[src/rtl/fetch_unit_pkg.sv]
// Shared types and constants for the IF stage.
// No logic: latency not applicable.
// No flow control: definitions only.
package fetch_unit_pkg;

  localparam logic [31:0] NOP_INSTR        = 32'h0000_0013;
  localparam logic [31:0] RESET_PC_DEFAULT = 32'h0000_0000;

  typedef struct packed {
    logic [31:0] pc;
    logic [31:0] instr;
  } fetch_entry_t;

endpackage

[src/rtl/fetch_fifo.sv]
// Generic in-order FIFO with synchronous flush, parameterized by element type and depth.
// Latency: a pushed element is visible at head_o the cycle after the push.
// Backpressure: none internally; callers must respect count_o (overflow/underflow are assertion errors).
module fetch_fifo #(
  parameter type         T     = logic [31:0],
  parameter int unsigned DEPTH = 2,
  parameter int unsigned CNT_W = $clog2(DEPTH) + 1
) (
  input  logic             clk_i,
  input  logic             reset_n_i,
  input  logic             flush_i,
  input  logic             push_i,
  input  T                 push_dat_i,
  input  logic             pop_i,
  output T                 head_o,
  output logic [CNT_W-1:0] count_o,
  output logic             empty_o
);

  localparam int unsigned PTR_W = $clog2(DEPTH);

  T                 mem_q [DEPTH];
  logic [PTR_W-1:0] wr_ptr_q, rd_ptr_q;
  logic [CNT_W-1:0] count_q;

  // Pointer and occupancy tracking; flush wins over any same-cycle push/pop.
  always_ff @(posedge clk_i or negedge reset_n_i) begin
    if (!reset_n_i) begin
      wr_ptr_q <= '0;
      rd_ptr_q <= '0;
      count_q  <= '0;
    end else if (flush_i) begin
      wr_ptr_q <= '0;
      rd_ptr_q <= '0;
      count_q  <= '0;
    end else begin
      if (push_i) wr_ptr_q <= wr_ptr_q + 1'b1;
      if (pop_i)  rd_ptr_q <= rd_ptr_q + 1'b1;
      count_q <= count_q + CNT_W'(push_i) - CNT_W'(pop_i);
    end
  end

  // Storage needs no reset; the count qualifies every read.
  always_ff @(posedge clk_i) begin
    if (push_i && !flush_i) mem_q[wr_ptr_q] <= push_dat_i;
  end

  assign head_o  = mem_q[rd_ptr_q];
  assign count_o = count_q;
  assign empty_o = (count_q == '0);

  // Push into a full FIFO without a same-cycle pop means the credit accounting broke.
  a_no_overflow: assert property (@(posedge clk_i) disable iff (!reset_n_i)
    !(push_i && !pop_i && !flush_i && count_q == CNT_W'(DEPTH)));

  // Pop from an empty FIFO means a response arrived with nothing outstanding.
  a_no_underflow: assert property (@(posedge clk_i) disable iff (!reset_n_i)
    !(pop_i && !flush_i && count_q == '0));

endmodule

[src/rtl/fetch_unit.sv]
// IF stage: owns fetch PC, issues credit-limited imem requests, queues responses, drives the ID register.
// Latency: response to ID register is 1 cycle when the queue is empty and ID is free; otherwise queued.
// Backpressure: stall_i holds ID; requests stop when outstanding+queued reaches QUEUE_DEPTH.
// Optional: FETCH_MISALIGN_CHECK_EN adds fetch_misaligned_o and a sticky halt on misaligned redirects.
module fetch_unit
  import fetch_unit_pkg::*;
#(
  parameter logic [31:0] RESET_PC    = RESET_PC_DEFAULT,
  parameter int unsigned QUEUE_DEPTH = 2,
  parameter int unsigned CNT_W       = $clog2(QUEUE_DEPTH) + 1
) (
  input  logic        clk_i,
  input  logic        reset_n_i,
  output logic        imem_req_valid_o,
  output logic [31:0] imem_req_addr_o,
  input  logic        imem_req_ready_i,
  input  logic        imem_resp_valid_i,
  input  logic [31:0] imem_resp_data_i,
  input  logic        redirect_i,
  input  logic [31:0] redirect_pc_i,
  input  logic        stall_i,
`ifdef FETCH_MISALIGN_CHECK_EN
  output logic        fetch_misaligned_o,
`endif
  output logic        id_valid_o,
  output logic [31:0] id_pc_o,
  output logic [31:0] id_instr_o
);

  localparam int unsigned SUM_W = CNT_W + 1;

  logic [31:0]      fetch_pc_q, fetch_pc_d;
  logic [CNT_W-1:0] drop_q, drop_d;
  logic             id_valid_q, id_valid_d;
  logic [31:0]      id_pc_q, id_pc_d;
  logic [31:0]      id_instr_q, id_instr_d;

  logic [CNT_W-1:0] trk_count, q_count;
  logic [31:0]      trk_head;
  logic             q_empty, unused_trk_empty;
  fetch_entry_t     q_head, q_in;

  logic             halted, credit_ok, hs, resp_live, q_take, bypass, enq;
  logic [31:0]      redirect_tgt;

  // The low two target bits never reach the PC; with the check enabled they trigger a halt instead.
  assign redirect_tgt = {redirect_pc_i[31:2], 2'b00};

`ifdef FETCH_MISALIGN_CHECK_EN
  logic halt_q;

  // Sticky halt on a misaligned redirect; only reset clears it.
  always_ff @(posedge clk_i or negedge reset_n_i) begin
    if (!reset_n_i)                               halt_q <= 1'b0;
    else if (redirect_i && |redirect_pc_i[1:0])   halt_q <= 1'b1;
  end

  assign halted             = halt_q;
  assign fetch_misaligned_o = halt_q;
`else
  logic unused_pc_lsb;
  assign unused_pc_lsb = ^redirect_pc_i[1:0];
  assign halted        = 1'b0;
`endif

  // Credit counts both in-flight requests and queued entries so the queue can never overflow.
  assign credit_ok        = ({1'b0, trk_count} + {1'b0, q_count}) < SUM_W'(QUEUE_DEPTH);
  assign imem_req_valid_o = reset_n_i && credit_ok && !redirect_i && !halted;
  assign imem_req_addr_o  = fetch_pc_q;
  assign hs               = imem_req_valid_o && imem_req_ready_i;

  // A response is live only once all stale responses have been drained.
  assign resp_live = imem_resp_valid_i && (drop_q == '0);
  assign q_take    = !redirect_i && !stall_i && !q_empty && !halted;
  assign bypass    = !redirect_i && !stall_i && q_empty && resp_live && !halted;
  assign enq       = resp_live && !redirect_i && !bypass;
  assign q_in      = '{pc: trk_head, instr: imem_resp_data_i};

  fetch_fifo #(.T(logic [31:0]), .DEPTH(QUEUE_DEPTH), .CNT_W(CNT_W)) u_trk_fifo (
    .clk_i      (clk_i),
    .reset_n_i  (reset_n_i),
    .flush_i    (redirect_i),
    .push_i     (hs),
    .push_dat_i (fetch_pc_q),
    .pop_i      (resp_live),
    .head_o     (trk_head),
    .count_o    (trk_count),
    .empty_o    (unused_trk_empty)
  );

  fetch_fifo #(.T(fetch_entry_t), .DEPTH(QUEUE_DEPTH), .CNT_W(CNT_W)) u_instr_queue (
    .clk_i      (clk_i),
    .reset_n_i  (reset_n_i),
    .flush_i    (redirect_i),
    .push_i     (enq),
    .push_dat_i (q_in),
    .pop_i      (q_take),
    .head_o     (q_head),
    .count_o    (q_count),
    .empty_o    (q_empty)
  );

  // Next-state for fetch PC, stale-response counter and the ID register.
  always_comb begin
    fetch_pc_d = fetch_pc_q;
    drop_d     = drop_q;
    id_valid_d = id_valid_q;
    id_pc_d    = id_pc_q;
    id_instr_d = id_instr_q;

    if (redirect_i) begin
      fetch_pc_d = redirect_tgt;
      // Everything still in flight becomes stale; a response arriving now is already accounted for.
      drop_d     = drop_q + trk_count + CNT_W'(hs) - CNT_W'(imem_resp_valid_i);
    end else begin
      if (hs) fetch_pc_d = fetch_pc_q + 32'd4;
      if (imem_resp_valid_i && drop_q != '0) drop_d = drop_q - 1'b1;
    end

    if (redirect_i) begin
      id_valid_d = 1'b0;
    end else if (stall_i) begin
      id_valid_d = id_valid_q;
    end else if (q_take) begin
      id_valid_d = 1'b1;
      id_pc_d    = q_head.pc;
      id_instr_d = q_head.instr;
    end else if (bypass) begin
      id_valid_d = 1'b1;
      id_pc_d    = trk_head;
      id_instr_d = imem_resp_data_i;
    end else begin
      id_valid_d = 1'b0;
    end
  end

  // State registers.
  always_ff @(posedge clk_i or negedge reset_n_i) begin
    if (!reset_n_i) begin
      fetch_pc_q <= RESET_PC;
      drop_q     <= '0;
      id_valid_q <= 1'b0;
      id_pc_q    <= 32'h0;
      id_instr_q <= NOP_INSTR;
    end else begin
      fetch_pc_q <= fetch_pc_d;
      drop_q     <= drop_d;
      id_valid_q <= id_valid_d;
      id_pc_q    <= id_pc_d;
      id_instr_q <= id_instr_d;
    end
  end

  assign id_valid_o = id_valid_q;
  assign id_pc_o    = id_pc_q;
  assign id_instr_o = id_instr_q;

endmodule

[config.mk]
export PLATFORM = sky130hd
export DESIGN_NAME = fetch_unit
export DESIGN_NICKNAME = d
export VERILOG_FILES = /design/src/rtl/fetch_unit_pkg.sv /design/src/rtl/fetch_fifo.sv /design/src/rtl/fetch_unit.sv
export SDC_FILE = /design/constraint.sdc
export NUM_CORES = 1
export LEC_CHECK = 0
export ABC_AREA = 1
export CORE_MARGIN = 5
export CORE_UTILIZATION = 60
export DETAILED_ROUTE_END_ITERATION = 8
export HOLD_SLACK_MARGIN = 0.08
export PLACE_DENSITY = 0.83
export SLEW_MARGIN = 10
export SYNTH_ARGS = -nofsm -noshare
export SYNTH_HDL_FRONTEND = slang
export SYNTH_HIERARCHICAL = 1
export SYNTH_SLANG_ARGS = --single-unit
[constraint.sdc]
create_clock -name clk_i -period 12.35 [get_ports clk_i]
set_input_delay 1.8525 -clock clk_i [delete_from_list [all_inputs] [get_ports clk_i]]
set_output_delay 1.8525 -clock clk_i [all_outputs]
set_load 0.05 [all_outputs]
Signal wires on met2:
The bar under the picture is 50 um long.
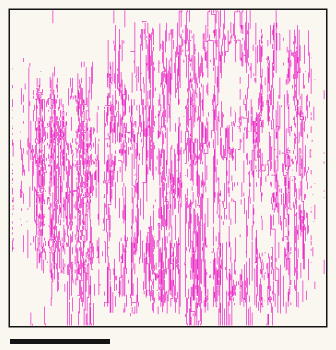
share of all routed wire = 50%
longest straight run = 63.6 um
nets with wire on the layer = 1115
main direction = vertical
wire length on this layer = 14400 um

Metal layers overlaid:
The bar under the picture is 50 um long. Only two layers are drawn.
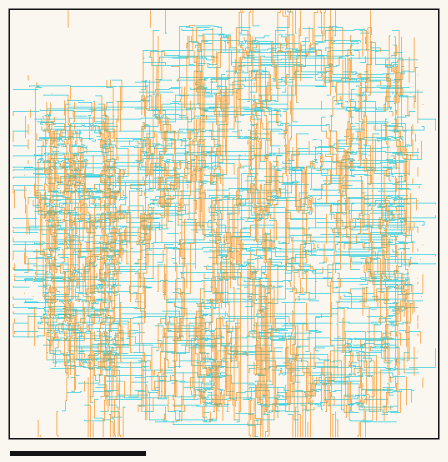
cyan -> M1  # wire length 11900 um
orange -> M2  # wire length 14400 um

Clock nets:
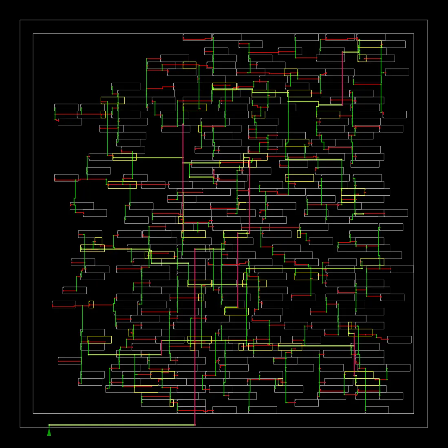
Seq Cell Count: 297
Clk. pwr: 0.000879 W
Clock Skews: 0.0104 ns
Late-Pin Clk Latency: 0.54 ns
Num CTS Buffers: 29

==> out/metrics.yaml <==
worstSetupEndpointType: "output pin"
layout.nets: 1350
clk_pin_slew_worst_paths_ns: 0.06
rsz0062_at_grt: "false"
grt_pass1_wl_um: 47000
cts_resized: 0
drive_gt1_share_pct: 14.4
io_buffer_count: 163
wl_um: 29000
postPlaceCellArea_um2: 14800
h-tree-depth: 1
vias_per_cell: 5.66
dieHeight_um: 158
rows: 54
synth_area_um2: 13100
cts_tree: "built"
pwr_density_cell_nw_per_um2: 206
ant_nets: 0
fin_ws_ns: 6.08
crit_arrival_ns: 4.42
finalSetupViolCount: 0
vdd_drop_max_mv: 0.0948
grt_pass1_vias: 9436
place_ws_ns: 6.10
cts_sinks: 297
crit_type: "input port to output pin"
fmax_mhz: 159
outcome: "finished clean"
finalHoldViolCount: 0
post-route-util_pct: 73.1
min_path_type: "register to register"
die_area_um2: 24800
period_used_pct: 50.8
Floorplan with the power grid:
The bar under the picture is 50 um long. Pins as bars on the die edge.
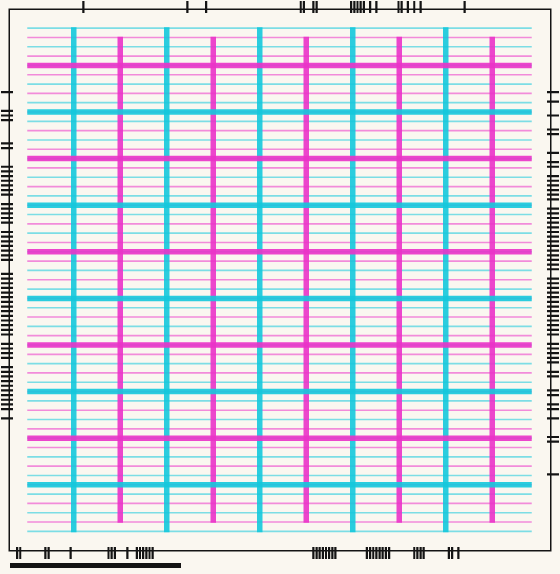
magenta -> VDD
cyan -> VSS
met1 rails = 55
met4 straps = 10
rows = 54
signal pins = 168

The metal 3 layer:
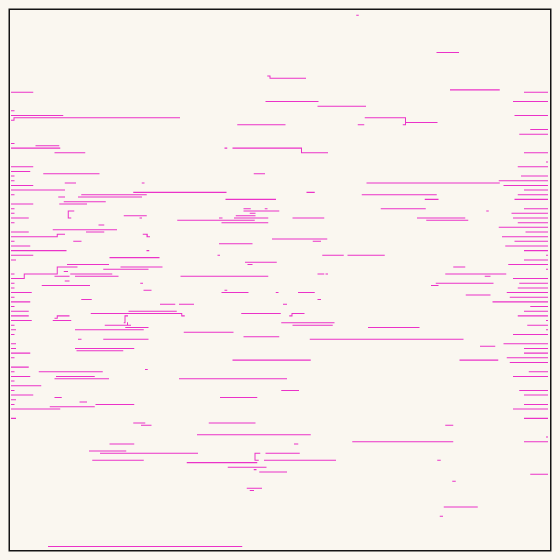
longest straight run = 56.4 um
share of all routed wire = 7.5%
main direction = horizontal
wire length on this layer = 2180 um

power breakdown:
part	internal [W]	leakage (nW)	switching (W)	total (W)
combinational	0.000359	2.70	0.000675	0.00103
sequential	0.00122	3.01	0.000130	0.00135
clock	0.000520	0.476	0.000359	0.000879
total	0.00210	6.19	0.00116	0.00326
final cells by class:
| type | count | area, um2 |
|---|---|---|
| Timing Repair Buffer | 172 | 1700 |
| Multi-Input combinational cell | 709 | 4150 |
| Inverter | 62 | 233 |
| Fill cell | 1438 | 5820 |
| Clock buffer | 39 | 803 |
| Clock inverter | 15 | 163 |
| Tap cell | 280 | 350 |
| Sequential cell | 297 | 8400 |
final timing paths:
path,endpoint,slack (ns),cells after the start,from
max,imem_req_valid_o,6.08,6,redirect_i
min,id_instr_o[4]$_DFFE_PN1P_,0.47,2,id_instr_o[4]$_DFFE_PN1P_
max reg2reg,u_instr_queue/count_o[1]$_DFF_PN0_,9.03,11,u_instr_queue/count_o[1]$_DFF_PN0_
min reg2reg,id_instr_o[4]$_DFFE_PN1P_,0.47,2,id_instr_o[4]$_DFFE_PN1P_
max in group asynchronous,id_pc_o[20]$_DFFE_PN0P_,9.69,2,reset_n_i
min in group asynchronous,imem_req_addr_o[6]$_DFFE_PN0P_,1.39,1,reset_n_i
state kept, by name (all words and copies together) (netlist names):
register                cells
u_trk_fifo/count_o          2
id_pc_o                    32
u_instr_queue/count_o       2
u_trk_fifo/rd_ptr_q         1
u_trk_fifo/mem_q           64
u_instr_queue/wr_ptr_q      1
id_valid_o                  1
imem_req_addr_o            30
drop_q                      2
u_instr_queue/rd_ptr_q      1
u_instr_queue/mem_q       128
u_trk_fifo/wr_ptr_q         1
id_instr_o                 32
cell usage in the layout, fill, tap and decap left out, types with 6 or more instances in the layout:
cell type          n
nor2_2            10
nor2_1           144
conb_1             6
dfrtp_1          100
o22ai_1            6
buf_4             10
nand2_1          205
mux2_4            66
clkinv_2           8
nand3_1           38
clkbuf_1           6
o21ai_1           87
clkdlybuf4s50_1  162
nor3_1             7
o21ai_0           61
inv_1             58
mux2_2            30
edfxtp_1         192
a21oi_1           13
ha_1               7
clkbuf_16         29
layer usage:
layer	wire, um	global-route usage (%)	vias to the layer above	share of wire [%]
li1	-	-	4131	-
met1	11900	31.2	4345	41
met4	535	7.33	0	1.8
met3	2180	4.02	54	7.5
met2	14400	40.5	381	50
met5	0	0	-	0
per-stage QoR:
| step | power, W | cells |
|---|---|---|
| 6_report | 0.00326 | 1574 |
| 3_3_place_gp | 0.00236 | 1520 |
| 3_5_place_dp | 0.00240 | 1520 |
| 4_1_cts | 0.00328 | 1574 |
| 5_1_grt | 0.00341 | 1574 |
| 2_1_floorplan | 0.00204 | 1119 |
worst max-delay path: stages:
cell	delay (ns)
clkdlybuf4s50_1	0.40
buf_4	0.24
inv_2	0.67
nand3_1	0.29
inv_1	0.12
clkdlybuf4s50_1	0.81
Power is estimated from default activity; no workload was simulated.
